<file path="config.mk">
export PLATFORM = sky130hd
export DESIGN_NAME = activation_cache
export DESIGN_NICKNAME = d
export VERILOG_FILES = /design/src/rtl/activation_cache.sv
export SDC_FILE = /design/constraint.sdc
export NUM_CORES = 1
export LEC_CHECK = 0
export CAP_MARGIN = 20
export CORE_UTILIZATION = 60
export DETAILED_ROUTE_END_ITERATION = 6
export PLACE_DENSITY_LB_ADDON = 0.12
export SYNTH_ARGS = -nofsm -noshare
export SYNTH_HDL_FRONTEND = slang
export SYNTH_SLANG_ARGS = --single-unit
</file>
<file path="constraint.sdc">
create_clock -name clk -period 8.1 [get_ports clk]
set_input_delay 2.025 -clock clk [delete_from_list [all_inputs] [get_ports clk]]
set_output_delay 2.025 -clock clk [all_outputs]
set_load 0.05 [all_outputs]
</file>
<file path="src/rtl/activation_cache.sv">
// Dilated causal activation buffer: stores one D-element vector per timestep and presents the
// four taps t-3d, t-2d, t-d, t. Optional macro: ACTIVATION_CACHE_ZERO_PAD_EN (causal zero padding).
module activation_cache #(
  parameter int unsigned W        = 16,
  parameter int unsigned D        = 8,
  parameter int unsigned DILATION = 1
) (
  input  logic           clk,
  input  logic           rst,
  input  logic           inp_v,
  input  logic [D*W-1:0] packed_inp,
  output logic           busy,
  output logic [D*W-1:0] packed_a0,
  output logic [D*W-1:0] packed_a1,
  output logic [D*W-1:0] packed_a2,
  output logic [D*W-1:0] packed_a3,
  output logic           out_v
);

  localparam int unsigned L  = 3 * DILATION + 1;
  localparam int unsigned PW = $clog2(L);
  localparam int unsigned FW = $clog2(L + 1);

  typedef enum logic [2:0] {
    StIdle,
    StWrite,
    StTap0,
    StTap1,
    StTap2,
    StTap3,
    StDone
  } state_e;

  state_e            state_q, state_d;
  logic [D*W-1:0]    vec_q, vec_d;
  logic [PW-1:0]     wr_ptr_q, wr_ptr_d;
  logic [FW-1:0]     fill_q, fill_d;
  logic [D*W-1:0]    a0_q, a0_d, a1_q, a1_d, a2_q, a2_d, a3_q, a3_d;
  logic              out_v_q, out_v_d;
  logic              mem_we;
  logic [D*W-1:0]    mem [L];

  int unsigned       tap_off;
  logic [31:0]       ptr_ext;
  logic [PW-1:0]     rd_idx;
  logic [D*W-1:0]    rd_data;

  always_comb begin
    tap_off = 0;
    unique case (state_q)
      StTap0:  tap_off = 3 * DILATION;
      StTap1:  tap_off = 2 * DILATION;
      StTap2:  tap_off = DILATION;
      default: tap_off = 0;
    endcase
  end

  // Tap offset is always < L, so one conditional add of L implements the modulo-L wrap.
  always_comb begin
    ptr_ext = 32'(wr_ptr_q);
    if (ptr_ext >= tap_off) begin
      rd_idx = PW'(ptr_ext - tap_off);
    end else begin
      rd_idx = PW'(ptr_ext + L - tap_off);
    end
`ifdef ACTIVATION_CACHE_ZERO_PAD_EN
    rd_data = (32'(fill_q) <= tap_off) ? '0 : mem[rd_idx];
`else
    rd_data = mem[rd_idx];
`endif
  end

  always_comb begin
    state_d  = state_q;
    vec_d    = vec_q;
    wr_ptr_d = wr_ptr_q;
    fill_d   = fill_q;
    a0_d     = a0_q;
    a1_d     = a1_q;
    a2_d     = a2_q;
    a3_d     = a3_q;
    out_v_d  = out_v_q;
    mem_we   = 1'b0;
    unique case (state_q)
      StIdle: begin
        if (inp_v) begin
          vec_d   = packed_inp;
          out_v_d = 1'b0;
          state_d = StWrite;
        end
      end
      StWrite: begin
        mem_we  = 1'b1;
        fill_d  = (fill_q == FW'(L)) ? fill_q : fill_q + FW'(1);
        state_d = StTap0;
      end
      StTap0: begin
        a0_d    = rd_data;
        state_d = StTap1;
      end
      StTap1: begin
        a1_d    = rd_data;
        state_d = StTap2;
      end
      StTap2: begin
        a2_d    = rd_data;
        state_d = StTap3;
      end
      StTap3: begin
        a3_d    = rd_data;
        state_d = StDone;
      end
      StDone: begin
        wr_ptr_d = (wr_ptr_q == PW'(L - 1)) ? '0 : wr_ptr_q + PW'(1);
`ifdef ACTIVATION_CACHE_ZERO_PAD_EN
        out_v_d  = 1'b1;
`else
        out_v_d  = (fill_q == FW'(L));
`endif
        state_d  = StIdle;
      end
      default: state_d = StIdle;
    endcase
  end

  always_ff @(posedge clk or negedge rst) begin
    if (!rst) begin
      state_q  <= StIdle;
      vec_q    <= '0;
      wr_ptr_q <= '0;
      fill_q   <= '0;
      a0_q     <= '0;
      a1_q     <= '0;
      a2_q     <= '0;
      a3_q     <= '0;
      out_v_q  <= 1'b0;
    end else begin
      state_q  <= state_d;
      vec_q    <= vec_d;
      wr_ptr_q <= wr_ptr_d;
      fill_q   <= fill_d;
      a0_q     <= a0_d;
      a1_q     <= a1_d;
      a2_q     <= a2_d;
      a3_q     <= a3_d;
      out_v_q  <= out_v_d;
    end
  end

  // Storage is deliberately not reset; fill tracks which slots are meaningful.
  always_ff @(posedge clk) begin
    if (mem_we) begin
      mem[wr_ptr_q] <= vec_q;
    end
  end

  assign busy      = (state_q != StIdle);
  assign out_v     = out_v_q;
  assign packed_a0 = a0_q;
  assign packed_a1 = a1_q;
  assign packed_a2 = a2_q;
  assign packed_a3 = a3_q;

endmodule

</file>
Fig. 1: sequential cells grouped by signal name
Other sequential cells in the stronger grey, the rest of the logic in the fainter grey.
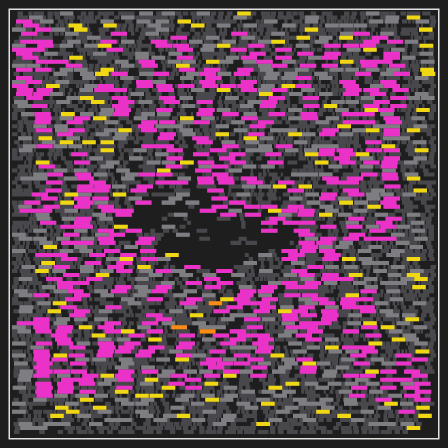
- mem: magenta (sequential cells 512; where widely spread)
- state_q: orange (sequential cells 3)
- packed_a0: yellow (sequential cells 128; where widely spread)
- not coloured: 518

==> flow_metrics.py <==
# Metrics from the implementation run
metrics = {
    "routing": {
        "drt_first_pass_iters": 6,
        "drt_wl_total_um": 151000,
        "drc": 0,
        "drt_iter0_markers": 4223,
        "num_vias": 38257,
        "drt-vias-per-instance": 6.78,
        "ant_nets": 0,
    },
    "hold_path": {
        "min_to": "packed_a0[60]",
        "hp-start": "packed_a0[60]",
        "holdPathStages": 2,
        "hp-class": "flop to flop",
    },
    "synth": {
        "synth_stat.cells": 4081,
        "postSynth.asyncResetShare_pct": 55.9,
        "edf_count": 512,
        "synth.cellmix.compoundShare_pct": 0.0758,
        "ys_area_sq_um": 49500,
        "ys_sh_xor_pct": 0.0530,
        "synth_nets": 4219,
        "synth.distinct_cells": 29,
        "synth-seq-cells": 1161,
        "mux_share_pct": 8.77,
        "syn_area_per_cell_sq_um": 12.1,
        "ff_type": "dfrtp_1",
        "ys_sh_adder_pct": 0.177,
        "netlist_instances": 4081,
        "ys_top_logic_family": "simple AND/OR/NAND/NOR gates",
        "synth_area_sq_um": 49500,
        "synth_seq_share_pct": 63.8,
        "yosysWarnings": 0,
        "ys_sh_simple_pct": 23.6,
    },
    "finish": {
        "layout.area.seq_sq_um": 31600,
        "fillers": 5433,
        "logic_area_sq_um": 16200,
        "area_delta_synth_final_pct": 21.8,
        "lay_top_count": "nand4_1",
        "fin_nets": 4595,
        "instances_no_fill": 5643,
        "drive_above_1_share_pct": 14.1,
        "most-common-layout-cells": "nand4_1 (768), dfrtp_1 (647), clkdlybuf4s50_1 (643), nand2_1 (517)",
    },
    "final_timing": {
        "rsz0062_at_grt": "false",
        "slew_viol_final": 17,
        "slew_headroom_pct": -0.368,
        "fin_worst_skew_ps": 25.7,
        "worst_slew_pin_slew_ps": 1510,
        "min_period_ps": 5620,
        "finalCritPeriodShare_pct": 69.4,
        "finalSetupViolations": 0,
        "final_hold_viol_count": 0,
        "setup_tns_ps": 0,
        "fmax_mhz": 178,
    },
    "job": {
        "warnings": 77,
        "drv_cap": 0,
    },
    "floorplan": {
        "dieArea_sq_um": 83700,
        "ios": 645,
        "die_h_um": 289,
        "dieWidth_um": 289,
        "row_count": 105,
        "core_sq_um": 81800,
        "fp_util_pct": 60.5,
    },
    "clocking": {
        "cts_sinks": 1161,
        "post_cts_resized": 0,
        "cts_setup_buffers": 0,
        "cts_root_buffer": "clkbuf_16",
        "cts_tree": "yes",
        "cts_inserted_buffers": 116,
        "clk_latency_ps": 690,
        "cts.clk_slew.worst_paths_ps": 60,
        "clk_path_buf_depth": 3,
        "hold_buffers": 0,
        "htreeDepth": 3,
    },
    "place": {
        "place_inst": 5405,
        "dp_hpwl_um": 85100,
        "place_congestion": 0.847,
        "io_buffers": 644,
    },
    "critical_path": {
        "regToRegSetupSlack_ps": 3050,
        "worst-r2r-cell-count": 8,
        "cp.required_ps": 6080,
        "critical_path_arrival_ps": 3590,
        "r2r-end": "packed_a3[64]",
        "rr_startpoint": "state_q[2]",
        "startpoint_type": "flop",
        "critical_path_class": "flop to output port",
        "end_kind": "output port",
        "critPathMaxFanout": 93,
    },
    "grt": {
        "gr-total-overflow": 0,
        "grt_start_max_net_pins": 260,
        "antenna_found_initial": 22,
        "grt_pass1_wl_um": 226000,
        "grt_pass1_vias": 36149,
        "gr-usage-all-layers_pct": 35.5,
    },
    "run_status": {
        "violations": "max-slew violations",
        "status": "complete, but fails checks",
    },
}
Fig. 2: routing congestion
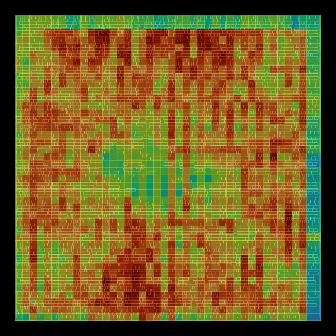
busiest grt layer: met2
met3 GRT Util: 8.09%
Avg WL per Cell: 26.7 um

Yosys cell counts, types with 2 or more instances:
cell type  count  area [sq um]
inv_1          5          18.8
clkbuf_1     334          1250
nand4_1      768          4800
nor3_1         2          10.0
nand3b_1       3          22.5
buf_1         43           161
or3b_2         2          17.5
buf_2         65           325
nand4b_1     256          2240
edfxtp_1     512         15400
nand3_1      512          2560
and2_1         4          25.0
nor2b_1        3          18.8
mux2_2       386          4350
dfrtp_1      649         16200
nand2_1      517          1940
ha_1           7          87.6
xnor2_1        2          17.5
worst max-delay path, stage by stage (launching register included):
cell	delay (ps)
dfrtp_4	950
buf_4	840
nor2_4	80
nand2_1	190
clkdlybuf4s50_1	830
layout make-up:
class,instances,area share [%]
tap,1070,2.22
clock inverter,61,1.19
antenna,16,0.0664
inverter,5,0.0311
timing repair buffer,700,11.8
clock buffer,157,5.37
multi-input combinational,2473,26.9
sequential,1161,52.4
state kept, by name (all words and copies together), names as in the netlist:
name       count
vec_q        128
mem          512
packed_a2    128
packed_a3    128
fill_q         3
out_v          1
state_q        3
wr_ptr_q       2
packed_a1    128
packed_a0    128
per-layer routing:
layer	part of all wire [%]	vias up	global-route usage, %
li1	-	16327	-
met1	38	19234	48.6
met2	46	2237	53.8
met3	9.6	439	8.09
met4	5.6	20	17.9
met5	0.080	-	0
worst max path at each step:
stage	start	endpoint	slack [ps]	depth (start not counted)
2_1_floorplan	state_q[1]	mem[2][0]	3630	3
3_3_place_gp	state_q[2]	packed_a0[101]	3180	8
3_5_place_dp	state_q[2]	packed_a2[105]	3070	8
4_1_cts	state_q[0]	busy	2470	4
5_1_grt	state_q[0]	busy	2350	4
6_report	state_q[0]	busy	2480	4
stage by stage:
step                      instance area (sq um)  utilization, %  hold slack [ps]  setup WS (ps)
after floorplan                           49500               -              472           3630
after global placement                    56200            68.7              474           3180
after detailed placement                  56200            68.7              478           3070
after CTS                                 60200            73.5              495           2470
after global routing                      60300            73.7              507           2350
final                                     60300            73.7              488           2480
kinds of logic after synthesis:
logic type	after synthesis
AND-OR/OR-AND	6
XOR/XNOR	3
adder cells (fa/ha/maj)	7
buffers and inverters	447
flip-flops	1161
multiplexers	386
AND/OR/NAND/NOR	2071
